Fig. 1: run 1, signal wires on met1
Scale: 2 px per µm.
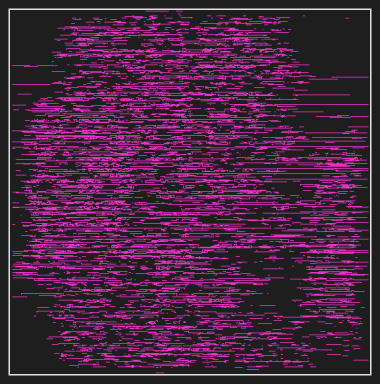
Fig. 2: run 1, sizing map
Scale: 2 px per µm.
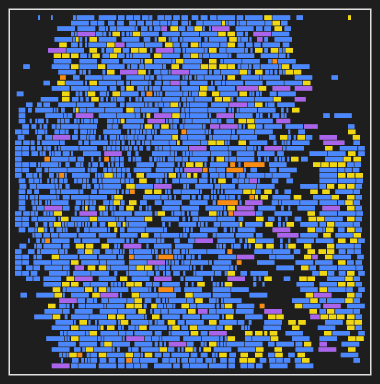
Fig. 3: run 1, routing congestion map
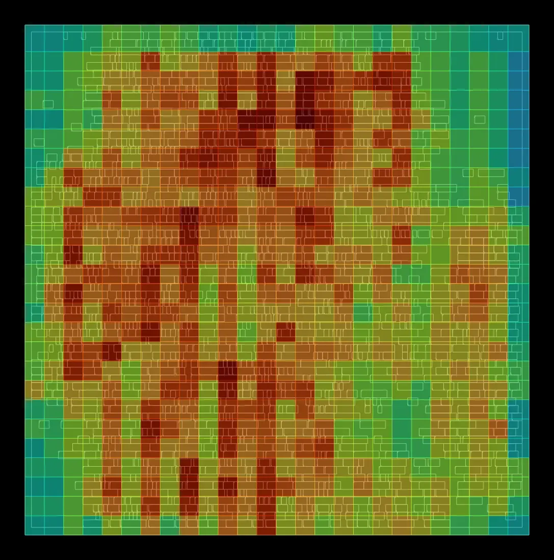
`config.mk`:
```
export PLATFORM = sky130hd
export DESIGN_NAME = instr_fetch_flat
export DESIGN_NICKNAME = d
export VERILOG_FILES = /design/src/rtl/instr_fetch_if.sv /design/src/rtl/instr_fetch.sv /design/src/flat_wrapper.sv
export SDC_FILE = /design/constraint.sdc
export NUM_CORES = 1
export LEC_CHECK = 0
export CORE_AREA = 2 2 178 180
export CTS_CLUSTER_DIAMETER = 40
export DETAILED_ROUTE_END_ITERATION = 10
export DIE_AREA = 0 0 180 182
export HOLD_SLACK_MARGIN = 0.12
export PLACE_DENSITY = 0.9
export RECOVER_POWER = 100
export SETUP_SLACK_MARGIN = 0.02
export SLEW_MARGIN = 10
export SYNTH_ARGS = -nofsm -noshare
export SYNTH_HDL_FRONTEND = slang
export SYNTH_SLANG_ARGS = --single-unit
```
`constraint.sdc`:
```
create_clock -name clk -period 6.3 [get_ports clk]
set_input_delay 1.575 -clock clk [delete_from_list [all_inputs] [get_ports clk]]
set_output_delay 1.575 -clock clk [all_outputs]
set_load 0.02 [all_outputs]
```
`src/rtl/instr_fetch_if.sv`:
```
// Bundle of the instruction-memory request/response port, the redirect input
// and the instruction output toward the datapath.
interface instr_fetch_if;
  logic        imem_req;
  logic [63:0] imem_addr;
  logic        imem_gnt;
  logic        imem_rvalid;
  logic [31:0] imem_rdata;
  logic        redirect_valid;
  logic [63:0] redirect_pc;
  logic        instr_valid;
  logic [31:0] instr;
  logic [63:0] instr_pc;
  logic        instr_ready;

  modport master (
    output imem_req, imem_addr, instr_valid, instr, instr_pc,
    input  imem_gnt, imem_rvalid, imem_rdata, redirect_valid, redirect_pc, instr_ready
  );

  modport slave (
    input  imem_req, imem_addr, instr_valid, instr, instr_pc,
    output imem_gnt, imem_rvalid, imem_rdata, redirect_valid, redirect_pc, instr_ready
  );
endinterface

```
`src/rtl/instr_fetch.sv`:
```
// Credit-limited instruction fetch unit: at most two words in flight or buffered,
// a 2-entry {pc, instr} buffer, and redirect handling that discards stale responses.
module instr_fetch #(
  parameter logic [63:0] RESET_PC = 64'h0
) (
  input logic          clk,
  input logic          rst_n,
  instr_fetch_if.master bus
);

  logic        run_r;
  logic [63:0] fetch_pc_r;
  logic [1:0]  outstanding_r;
  logic [1:0]  discard_r;
  logic [1:0]  count_r;
  logic        head_r;
  logic        ipc_head_r;
  logic [63:0] ipc_q_r    [2];
  logic [63:0] fifo_pc_r  [2];
  logic [31:0] fifo_ins_r [2];

  logic [2:0]  credit_s;
  logic        req_s;
  logic        gnt_fire_s;
  logic        rv_ok_s;
  logic        push_s;
  logic        pop_s;
  logic [1:0]  out_next_s;
  logic        ipc_wr_idx_s;
  logic        fifo_wr_idx_s;

  // Request gating, handshake qualification and buffer bookkeeping.
  always_comb begin
    credit_s      = {1'b0, outstanding_r} + {1'b0, count_r};
    req_s         = 1'b0;
    gnt_fire_s    = 1'b0;
    rv_ok_s       = 1'b0;
    push_s        = 1'b0;
    pop_s         = 1'b0;
    ipc_wr_idx_s  = ipc_head_r ^ outstanding_r[0];
    fifo_wr_idx_s = head_r ^ count_r[0];
    if (run_r && !bus.redirect_valid && (credit_s < 3'd2)) begin
      req_s = 1'b1;
    end else begin
      req_s = 1'b0;
    end
    gnt_fire_s = req_s && bus.imem_gnt;
    // A response with nothing outstanding is a protocol violation and is ignored.
    rv_ok_s    = bus.imem_rvalid && (outstanding_r != 2'd0);
    out_next_s = outstanding_r + {1'b0, gnt_fire_s} - {1'b0, rv_ok_s};
    if (!bus.redirect_valid) begin
      push_s = rv_ok_s && (discard_r == 2'd0);
      pop_s  = (count_r != 2'd0) && bus.instr_ready;
    end else begin
      push_s = 1'b0;
      pop_s  = 1'b0;
    end
  end

  assign bus.imem_req    = req_s;
  assign bus.imem_addr   = fetch_pc_r;
  assign bus.instr_valid = (count_r != 2'd0);
  assign bus.instr       = fifo_ins_r[head_r];
  assign bus.instr_pc    = fifo_pc_r[head_r];

  // Fetch PC, in-flight pc queue, discard counter and instruction buffer state.
  always_ff @(posedge clk or negedge rst_n) begin
    if (!rst_n) begin
      run_r         <= 1'b0;
      fetch_pc_r    <= RESET_PC;
      outstanding_r <= 2'd0;
      discard_r     <= 2'd0;
      count_r       <= 2'd0;
      head_r        <= 1'b0;
      ipc_head_r    <= 1'b0;
      ipc_q_r[0]    <= 64'h0;
      ipc_q_r[1]    <= 64'h0;
      fifo_pc_r[0]  <= 64'h0;
      fifo_pc_r[1]  <= 64'h0;
      fifo_ins_r[0] <= 32'h0;
      fifo_ins_r[1] <= 32'h0;
    end else begin
      run_r         <= 1'b1;
      outstanding_r <= out_next_s;
      if (gnt_fire_s) begin
        ipc_q_r[ipc_wr_idx_s] <= fetch_pc_r;
      end else begin
        ipc_q_r[ipc_wr_idx_s] <= ipc_q_r[ipc_wr_idx_s];
      end
      if (rv_ok_s) begin
        ipc_head_r <= ~ipc_head_r;
      end else begin
        ipc_head_r <= ipc_head_r;
      end
      if (bus.redirect_valid) begin
        // Everything still outstanding after this cycle belongs to the old path.
        fetch_pc_r <= {bus.redirect_pc[63:2], 2'b00};
        discard_r  <= out_next_s;
        count_r    <= 2'd0;
        head_r     <= 1'b0;
      end else begin
        if (gnt_fire_s) begin
          fetch_pc_r <= fetch_pc_r + 64'd4;
        end else begin
          fetch_pc_r <= fetch_pc_r;
        end
        if (rv_ok_s && (discard_r != 2'd0)) begin
          discard_r <= discard_r - 2'd1;
        end else begin
          discard_r <= discard_r;
        end
        if (push_s) begin
          fifo_pc_r[fifo_wr_idx_s]  <= ipc_q_r[ipc_head_r];
          fifo_ins_r[fifo_wr_idx_s] <= bus.imem_rdata;
        end else begin
          fifo_pc_r[fifo_wr_idx_s]  <= fifo_pc_r[fifo_wr_idx_s];
          fifo_ins_r[fifo_wr_idx_s] <= fifo_ins_r[fifo_wr_idx_s];
        end
        if (pop_s) begin
          head_r <= ~head_r;
        end else begin
          head_r <= head_r;
        end
        case ({push_s, pop_s})
          2'b10:   count_r <= count_r + 2'd1;
          2'b01:   count_r <= count_r - 2'd1;
          default: count_r <= count_r;
        endcase
      end
    end
  end

endmodule

```
`src/flat_wrapper.sv`:
```
// flat-port wrapper written by rule: the top's interface ports become plain ports
module instr_fetch_flat 
#(
  parameter logic [63:0] RESET_PC = 64'h0
)
  (clk, rst_n, bus_imem_req, bus_imem_addr, bus_instr_valid, bus_instr, bus_instr_pc, bus_imem_gnt, bus_imem_rvalid, bus_imem_rdata, bus_redirect_valid, bus_redirect_pc, bus_instr_ready);
  instr_fetch_if bus_i ();
  input logic clk;
  input logic rst_n;
  output wire logic [$bits(bus_i.imem_req)-1:0] bus_imem_req;
  output wire logic [$bits(bus_i.imem_addr)-1:0] bus_imem_addr;
  output wire logic [$bits(bus_i.instr_valid)-1:0] bus_instr_valid;
  output wire logic [$bits(bus_i.instr)-1:0] bus_instr;
  output wire logic [$bits(bus_i.instr_pc)-1:0] bus_instr_pc;
  input wire logic [$bits(bus_i.imem_gnt)-1:0] bus_imem_gnt;
  input wire logic [$bits(bus_i.imem_rvalid)-1:0] bus_imem_rvalid;
  input wire logic [$bits(bus_i.imem_rdata)-1:0] bus_imem_rdata;
  input wire logic [$bits(bus_i.redirect_valid)-1:0] bus_redirect_valid;
  input wire logic [$bits(bus_i.redirect_pc)-1:0] bus_redirect_pc;
  input wire logic [$bits(bus_i.instr_ready)-1:0] bus_instr_ready;
  assign bus_imem_req = bus_i.imem_req;
  assign bus_imem_addr = bus_i.imem_addr;
  assign bus_instr_valid = bus_i.instr_valid;
  assign bus_instr = bus_i.instr;
  assign bus_instr_pc = bus_i.instr_pc;
  assign bus_i.imem_gnt = bus_imem_gnt;
  assign bus_i.imem_rvalid = bus_imem_rvalid;
  assign bus_i.imem_rdata = bus_imem_rdata;
  assign bus_i.redirect_valid = bus_redirect_valid;
  assign bus_i.redirect_pc = bus_redirect_pc;
  assign bus_i.instr_ready = bus_instr_ready;
  instr_fetch #(.RESET_PC(RESET_PC)) u_core (.clk(clk), .rst_n(rst_n), .bus(bus_i));
endmodule
```
==> impl_metrics.py, run 1 <==
# Generated from Yosys and OpenROAD reports
metrics = {
    "synth": {
        "ys_types": 57,
        "syn_area_per_cell_um2": 11.49,
        "numSynthFlops": 391,
        "xor_area_share_pct": 0.4395,
        "fa_ha_area_share_pct": 0.3906,
    },
    "flow_run": {
        "warnings": 34,
        "maxCapViolCount": 6,
    },
    "worst_setup_path": {
        "crit_chain": "clkbuf_1, mux2_2, dlygate4sd3_1",
        "critPathKind": "flip-flop to output port",
        "arrival_ns": 3.80,
        "cp_top_family": "buffers and inverters",
        "reg2reg_depth": 9,
        "rrSetupSlack_ns": 1.39,
        "endpoint": "bus_instr_pc[39]",
    },
    "timing": {
        "setup_viol": 0,
        "max_freq_ghz": 0.1862,
        "slew_violations": 462,
        "timing.final.crit_share_pct": 85.25,
    },
    "hold_path": {
        "min_path_type": "flip-flop to flip-flop",
    },
    "power_and_ir_drop": {
        "power_switching_mw": 3.892,
        "clockPowerShare_pct": 24.0,
        "power-top-group": "sequential cells",
        "ir_worst_vdd_uv": 249.8,
        "p_seq_mw": 4.36,
    },
    "final_layout": {
        "register_area_um2": 9792,
        "final_cells": 2218,
        "reg_top3": "u_core.fifo_pc_r (128), u_core.ipc_q_r (128), u_core.fifo_ins_r (64)",
        "buf_share_pct": 12.25,
        "drive_above_1_share_pct": 21.00,
        "clk_share_pct": 6.827,
        "nClkBuffers": 54,
    },
    "cts": {
        "cts_tree": "built",
        "cts_buffers": 45,
        "clkSlewWorstSetupHoldPaths_ns": 0.06,
    },
    "outcome": {
        "status": "complete, but fails checks",
        "failed_checks": "max-capacitance violations, max-slew violations",
    },
    "detailed_routing": {
        "ant_nets": 0,
        "wl_met1_mm": 19.35,
    },
    "global_routing": {
        "track_usage_pct": 29.96,
    },
}
-- Fig. 1 (at the start) --
1,714 nets have wire on it. The layer holds 39% of the routed length. The layer carries 19,400 µm of wire.
vias: 14,090
M1 GR Usage: 39.09%

-- Fig. 2 (at the start) --
Blue stands for x1 and smaller, cells 1,433, most used dfrtp_1. Yellow stands for x2, cells 294, most used mux2_2. Orange stands for x3 and x4, cells 24, most used buf_4. Purple stands for x6 and larger, cells 63, most used clkbuf_16.
Finished Cell Area: 22,230 µm²
bufs w/o clock: 277
Layout area overhead: 23.94%
Setup WS post-layout: 0.9292 ns

-- Fig. 3 (at the start) --
layer with the highest usage: met2
met3 usage in global routing: 5.937%
Util after Layout: 71.75%

==> run 2, diff against run 1 <==
--- a/config.mk
+++ b/config.mk
@@ -5,6 +5,7 @@
 export SDC_FILE = /design/constraint.sdc
 export NUM_CORES = 1
 export LEC_CHECK = 0
+export CAP_MARGIN = 20
 export CORE_AREA = 2 2 178 180
 export CTS_CLUSTER_DIAMETER = 40
 export DETAILED_ROUTE_END_ITERATION = 10
Fig. 4: run 2, signal wires on met1
Scale: 2 px per µm.
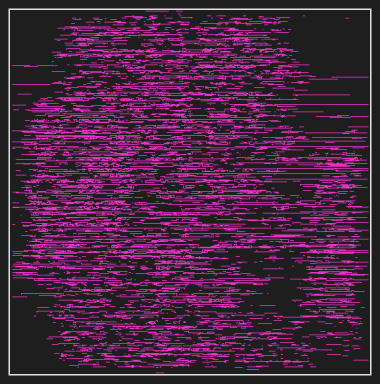
The wires run mostly horizontal. 1,714 nets have wire on it. The layer holds 39% of the routed length. The layer carries 19,400 µm of wire.
total length of routed wires: 49.65 mm

Fig. 5: run 2, close-up of the layout
Region (32, 124) to (57, 149) µm. Cells in grey, sequential cells in the stronger grey; small squares are vias.
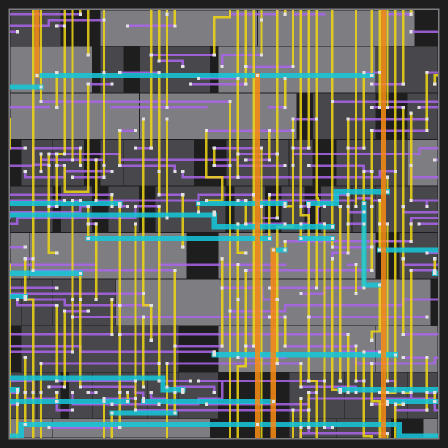
Yellow stands for M2. Cyan stands for M3. Orange stands for M4. Purple stands for M1.
Netlist names of flops here include `u_core.ipc_q_r` (5), `u_core.fifo_pc_r` (4), `u_core.bus.imem_addr` (2). Most frequent: dfrtp_1 (11), nor2_1 (5), nand3_1 (5). Sequential cells in the window: 11. 47 logic cells have their middle in the window.

==> impl_metrics.py, run 2 <==
# Generated from Yosys and OpenROAD reports
metrics = {
    "synth": {
        "numSynthFlops": 391,
        "ys_types": 57,
        "fa_ha_area_share_pct": 0.3906,
        "xor_area_share_pct": 0.4395,
    },
    "cts": {
        "cts_buffers": 45,
        "clkSlewWorstSetupHoldPaths_ns": 0.06,
    },
    "power_and_ir_drop": {
        "clockPowerShare_pct": 24.0,
        "power_switching_mw": 3.892,
        "p_seq_mw": 4.36,
        "power-top-group": "sequential cells",
    },
    "worst_setup_path": {
        "reg2reg_depth": 9,
        "rrSetupSlack_ns": 1.39,
        "cp_top_family": "buffers and inverters",
        "endpoint": "bus_instr_pc[39]",
    },
    "outcome": {
        "failed_checks": "max-capacitance violations, max-slew violations",
        "status": "complete, but fails checks",
    },
    "final_layout": {
        "clk_share_pct": 6.827,
        "final_util_pct": 71.75,
        "drive_above_1_share_pct": 21.00,
        "final_cells": 2218,
        "nNonClkBuffers": 277,
        "buf_share_pct": 12.25,
        "final_area_um2": 22230,
        "register_area_um2": 9792,
    },
    "global_routing": {
        "gr-usage-met1_pct": 39.09,
        "grt.busiest_layer": "met2",
        "track_usage_pct": 29.96,
    },
    "flow_run": {
        "maxCapViolCount": 6,
        "warnings": 34,
    },
    "timing": {
        "slew_violations": 462,
    },
}
No activity file was given, so power comes from the tool's default toggle rates.
